## config.mk

```make
export PLATFORM = sky130hd
export DESIGN_NAME = ucie_ctl_phy_sb_msg_rx_buf
export DESIGN_NICKNAME = d
export VERILOG_FILES = /design/src/rtl/ucie_ctl_phy_pkg.sv /design/src/rtl/ucie_ctl_sync_fifo.sv /design/src/rtl/ucie_ctl_phy_sb_msg_rx_buf.sv
export SDC_FILE = /design/constraint.sdc
export NUM_CORES = 1
export LEC_CHECK = 0
export ABC_AREA = 1
export CORE_MARGIN = 8
export CORE_UTILIZATION = 55
export DETAILED_ROUTE_END_ITERATION = 8
export GPL_ROUTABILITY_DRIVEN = 0
export PLACE_DENSITY = 0.79
export SLEW_MARGIN = 15
export SYNTH_ARGS = -nofsm -noshare
export SYNTH_HDL_FRONTEND = slang
export SYNTH_SLANG_ARGS = --single-unit
```

## constraint.sdc

```tcl
create_clock -name i_clk -period 3 [get_ports i_clk]
set_input_delay 0.3 -clock i_clk [delete_from_list [all_inputs] [get_ports i_clk]]
set_output_delay 0.3 -clock i_clk [all_outputs]
set_load 0.03 [all_outputs]
```

## src/rtl/ucie_ctl_phy_pkg.sv

```systemverilog
// Shared constants for the UCIe PHY sideband receive path.
// Defaults here are the widths/depths the controller integrates with.
package ucie_ctl_phy_pkg;

    localparam int UCIE_SB_NC    = 32;
    localparam int UCIE_SB_DEPTH = 4;
    localparam int UCIE_SB_CRD   = 4;

    // Credit count is carried on a fixed 4-bit field toward the adapter.
    localparam int UCIE_CRD_W    = 4;

endpackage : ucie_ctl_phy_pkg

```

## src/rtl/ucie_ctl_sync_fifo.sv

```systemverilog
// Single-clock FIFO with a first-word-fall-through read port.
// Pointers wrap naturally because DEPTH is a power of two.
module ucie_ctl_sync_fifo #(
    parameter int W     = 32,
    parameter int DEPTH = 4
) (
    input  logic                     i_clk,
    input  logic                     i_rst_n,
    input  logic                     push,
    input  logic [W-1:0]             push_data,
    input  logic                     pop,
    output logic [W-1:0]             pop_data,
    output logic                     full,
    output logic                     empty,
    output logic [$clog2(DEPTH):0]   level
);

    localparam int AW = $clog2(DEPTH);
    localparam int LW = AW + 1;

    logic [W-1:0]  mem [DEPTH];
    logic [AW-1:0] wr_ptr;
    logic [AW-1:0] rd_ptr;
    logic [LW-1:0] count;
    logic          wr_en;
    logic          rd_en;

    // A write on full is only legal when the same cycle frees a slot.
    assign rd_en = pop && !empty;
    assign wr_en = push && (!full || rd_en);

    // NOTE: storage carries no reset; the pointers and count define what is valid.
    always_ff @(posedge i_clk) begin
        if (wr_en) begin
            mem[wr_ptr] <= push_data;
        end
    end

    // NOTE: state uses non-blocking assignments so every flop samples pre-edge values.
    always_ff @(posedge i_clk or negedge i_rst_n) begin
        if (!i_rst_n) begin
            wr_ptr <= '0;
            rd_ptr <= '0;
            count  <= '0;
        end else begin
            if (wr_en) wr_ptr <= wr_ptr + AW'(1);
            if (rd_en) rd_ptr <= rd_ptr + AW'(1);
            case ({wr_en, rd_en})
                2'b10:   count <= count + LW'(1);
                2'b01:   count <= count - LW'(1);
                default: count <= count;
            endcase
        end
    end

    assign pop_data = mem[rd_ptr];
    assign full     = (count == LW'(DEPTH));
    assign empty    = (count == '0);
    assign level    = count;

endmodule : ucie_ctl_sync_fifo

```

## src/rtl/ucie_ctl_phy_sb_msg_rx_buf.sv

```systemverilog
// Sideband message receive buffer: queues incoming words and releases them to the
// adapter's RDI config interface under a credit count owned by the PHY.
module ucie_ctl_phy_sb_msg_rx_buf
    import ucie_ctl_phy_pkg::*;
#(
    parameter int NC    = UCIE_SB_NC,
    parameter int DEPTH = UCIE_SB_DEPTH,
    parameter int CRD   = UCIE_SB_CRD
) (
    input  logic                     i_clk,
    input  logic                     i_rst_n,
    input  logic                     i_sb_data_valid,
    input  logic [NC-1:0]            i_data_received_sb,
    input  logic                     i_rdi_lp_cfg_crd,
    output logic                     o_rdi_pl_cfg_vld,
    output logic [NC-1:0]            o_rdi_pl_cfg,
    output logic [UCIE_CRD_W-1:0]    o_crd_avail,
    output logic [$clog2(DEPTH):0]   o_fifo_level,
    output logic                     o_ovf_err,
    output logic                     o_crd_err
);

    localparam logic [UCIE_CRD_W-1:0] CRD_INIT = UCIE_CRD_W'(CRD);

    logic                  fifo_full;
    logic                  fifo_empty;
    logic [NC-1:0]         fifo_data;
    logic                  pop;
    logic                  push;
    logic                  drop;
    logic [UCIE_CRD_W-1:0] crd_q;
    logic [UCIE_CRD_W-1:0] crd_d;
    logic                  crd_ovr;
    logic                  vld_q;
    logic [NC-1:0]         data_q;
    logic                  ovf_q;
    logic                  crd_err_q;

    // A pop needs both a buffered word and a credit, so crd never underflows.
    assign pop  = !fifo_empty && (crd_q != '0);
    assign push = i_sb_data_valid && (!fifo_full || pop);
    assign drop = i_sb_data_valid && fifo_full && !pop;

    ucie_ctl_sync_fifo #(
        .W     (NC),
        .DEPTH (DEPTH)
    ) u_fifo (
        .i_clk     (i_clk),
        .i_rst_n   (i_rst_n),
        .push      (push),
        .push_data (i_data_received_sb),
        .pop       (pop),
        .pop_data  (fifo_data),
        .full      (fifo_full),
        .empty     (fifo_empty),
        .level     (o_fifo_level)
    );

    // NOTE: every output of this block is given a default first so no latch is inferred.
    always_comb begin
        crd_d   = crd_q;
        crd_ovr = 1'b0;
        case ({pop, i_rdi_lp_cfg_crd})
            2'b10: crd_d = crd_q - UCIE_CRD_W'(1);
            2'b01: begin
                if (crd_q == CRD_INIT) crd_ovr = 1'b1;
                else                   crd_d   = crd_q + UCIE_CRD_W'(1);
            end
            default: ;
        endcase
    end

    always_ff @(posedge i_clk or negedge i_rst_n) begin
        if (!i_rst_n) begin
            crd_q     <= CRD_INIT;
            vld_q     <= 1'b0;
            data_q    <= '0;
            ovf_q     <= 1'b0;
            crd_err_q <= 1'b0;
        end else begin
            crd_q     <= crd_d;
            vld_q     <= pop;
            data_q    <= pop ? fifo_data : '0;
            ovf_q     <= ovf_q | drop;
            crd_err_q <= crd_err_q | crd_ovr;
        end
    end

    assign o_rdi_pl_cfg_vld = vld_q;
    assign o_rdi_pl_cfg     = data_q;
    assign o_crd_avail      = crd_q;
    assign o_ovf_err        = ovf_q;
    assign o_crd_err        = crd_err_q;

endmodule : ucie_ctl_phy_sb_msg_rx_buf

```

### Supply network

Scale bar: 50 um. Pins as bars on the die edge.
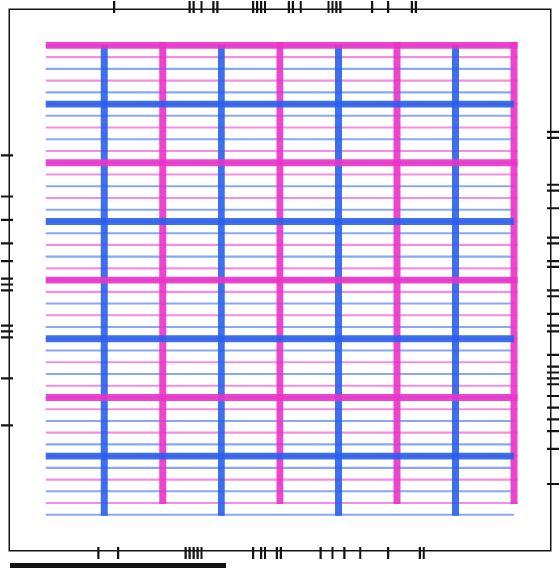
- VDD: magenta
- VSS: blue
- signal pins: 78
- rows: 40
- met4 straps: 8
- met1 rails: 41
Die H: 125 um
Peak supply drop: 0.000564 V
core area: 11,800 um^2
Die Width: 125 um

### Placement by cell class

Scale bar: 50 um.
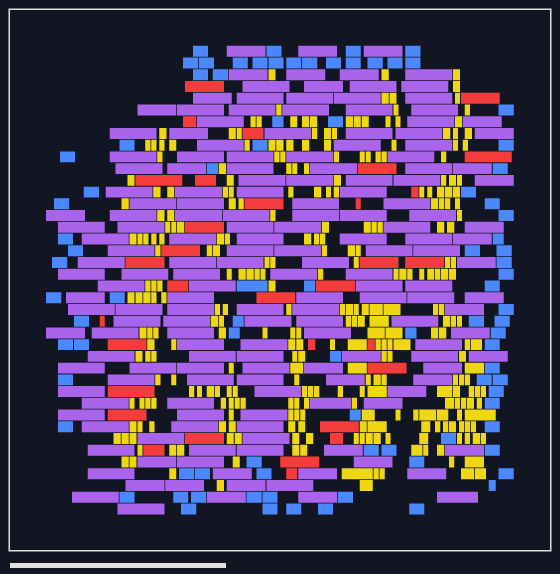
- remaining logic cells: yellow (cells 302)
- clock drivers and dummy loads: red (cells 32)
- sequential cells: purple (cells 174)
- remaining buffers and delay cells: blue (cells 88)
sequential share of cell area: 61.6%
final core occ: 68.7%

==> flow_metrics.env <==
# flow metrics
export IMPL_synthCells=500
export IMPL_seqCellArea_um2=5000
export IMPL_async_reset_ff_share_pct=26.4
export IMPL_arrival_ns=2.53
export IMPL_ys_flops=174
export IMPL_use_met3_pct=4.59
export IMPL_drt_wirelength_per_cell_um=17.7
export IMPL_drv_slew=0
export IMPL_synth_top_cell_by_count="nor2_1"
export IMPL_crit_chain="nor2_2 -> nand4_1 -> nand2_2 -> ha_1 -> inv_1 -> fa_1 -> a21oi_1 -> o21ai_0 -> xor2_1"
export IMPL_topCombFamilyByArea="simple AND/OR/NAND/NOR gates"
export IMPL_wl_met3_um=690
export IMPL_timing_final_crit_share_pct=74.4
export IMPL_start_kind="flip-flop"
export IMPL_io_pins=78
export IMPL_hold_ws_ns=0.483
export IMPL_ys_sh_adder_pct=1.95
export IMPL_cts_buffer_depth=2
export IMPL_worst_endpoint_required_ns=3.30
export IMPL_ys_sh_mux_pct=0
export IMPL_fin_nets=628
export IMPL_rows=40
export IMPL_tool_warnings=29
export IMPL_syn_nets=545
export IMPL_tapCellCount=147
export IMPL_area_leaders="edfxtp_1 59%, dfrtp_1 17%, nor2_1 7.9%"
export IMPL_comb_cells=285
export IMPL_grt_overflow=0
export IMPL_aoi_share_pct=8.05
export IMPL_fp_utilization_pct=55.5
export IMPL_routed_wl_mm=13.1
export IMPL_dominant_cell_class="registers"
export IMPL_worst_r2r_endpoint="u_fifo.level[2]$_DFFE_PN0P_"
export IMPL_yosysChipArea_um2=6560
export IMPL_buffer_area_share_pct=10.6
export IMPL_cp_top_family="adder cells"
export IMPL_crit_end="u_fifo.level[2]$_DFFE_PN0P_"
export IMPL_grt_antenna_before_repair=0
export IMPL_r2r_cells=9
export IMPL_ys_types=28
export IMPL_drtPass1Iterations=4
export IMPL_setup_violations=0
export IMPL_ys_sh_xor_pct=0.668
export IMPL_n_all_inverters=17
export IMPL_drc_errors=0
export IMPL_synth_edff_count=128
export IMPL_cpMaxStageDelayCell="dfrtp_1"
export IMPL_buffers=88
export IMPL_min_to="o_ovf_err$_DFF_PN0_"
export IMPL_outcome="finished clean"
export IMPL_ys_cells=500
export IMPL_final_min_clock_period_ns=2.23
export IMPL_simple_gate_share_pct=10.0
export IMPL_postRouteAntennaNets=0
export IMPL_grt_usage_pct=17.4
export IMPL_use_met2_pct=29.8
export IMPL_cts_clk_slew_worst_paths_ns=0.06
export IMPL_slew_headroom_pct=29.8
export IMPL_leakagePower_nw=3.01
export IMPL_met1_usage_pct=19.8
export IMPL_worstSetupEndpointType="flip-flop"
export IMPL_grt_busiest_layer="met2"
export IMPL_logic_area_um2=1390
export IMPL_p_clk_share_pct=24.4
export IMPL_worstPathMaxFanout=8
export IMPL_top_area_share_pct=58.6
export IMPL_postCtsSetupBuffers=0
export IMPL_tightest_slew_ns=1.05
export IMPL_layout_top_cell="nor2_1"
export IMPL_layout_drive_gt1_share_pct=8.72
export IMPL_fin_tns_setup_ns=0
export IMPL_cts_sinks=174
export IMPL_routed_top_layer="met4"
export IMPL_reg2reg_from="o_crd_avail[0]$_DFFE_PN0P_"
export IMPL_largest_register_ffs=128
export IMPL_n_fill_cell=810
export IMPL_rsz0062_at_grt="false"
export IMPL_root_buffer="clkbuf_16"
export IMPL_htree_levels=4
export IMPL_clk_share_pct=7.62
export IMPL_area_growth_pct=23.8
export IMPL_met1Wirelength_mm=5.43
export IMPL_vias=4087
### Clock network drawn from the DEF

Scale bar: 50 um.
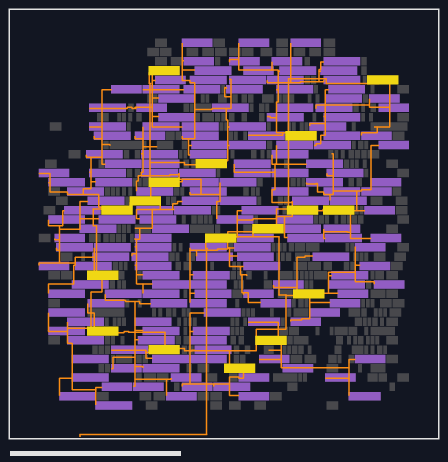
- flip-flops: purple (count 174)
- clock wires: orange (length 1,760 um)
- clock-net drivers: yellow (count 17)
- routed clock nets: 18
Setup Skew: 0.0147 ns
worst-skew pair later-pin latency: 0.43 ns
clock distribution power: 2.25 mW

repair_timing:
item / 4_1_cts / 5_1_grt
hold buffers: 1 / 0
endpoints found under the hold margin: 29 / 0
setup endpoints to repair: 0 / 0
resized: 0 / 0
power by group through the flow:
| stage | logic (mW) | registers [mW] | clock network [mW] |
|---|---|---|---|
| global route | 3.78 | 3.57 | 2.38 |
| detailed placement | 3.45 | 3.56 | 0 |
| CTS | 3.49 | 3.51 | 2.29 |
| global placement | 3.33 | 3.53 | 0 |
| floorplan | 1.71 | 4.09 | 0 |
| finish | 3.45 | 3.51 | 2.25 |
stage by stage:
stage,setup WS [ns],area [um^2]
6_report,0.767,8110
5_1_grt,0.542,8110
3_3_place_gp,0.812,7490
3_5_place_dp,0.765,7490
2_1_floorplan,0.244,6560
4_1_cts,0.754,8110
Power figures rest on the tool's default switching activity, not on a simulated workload.
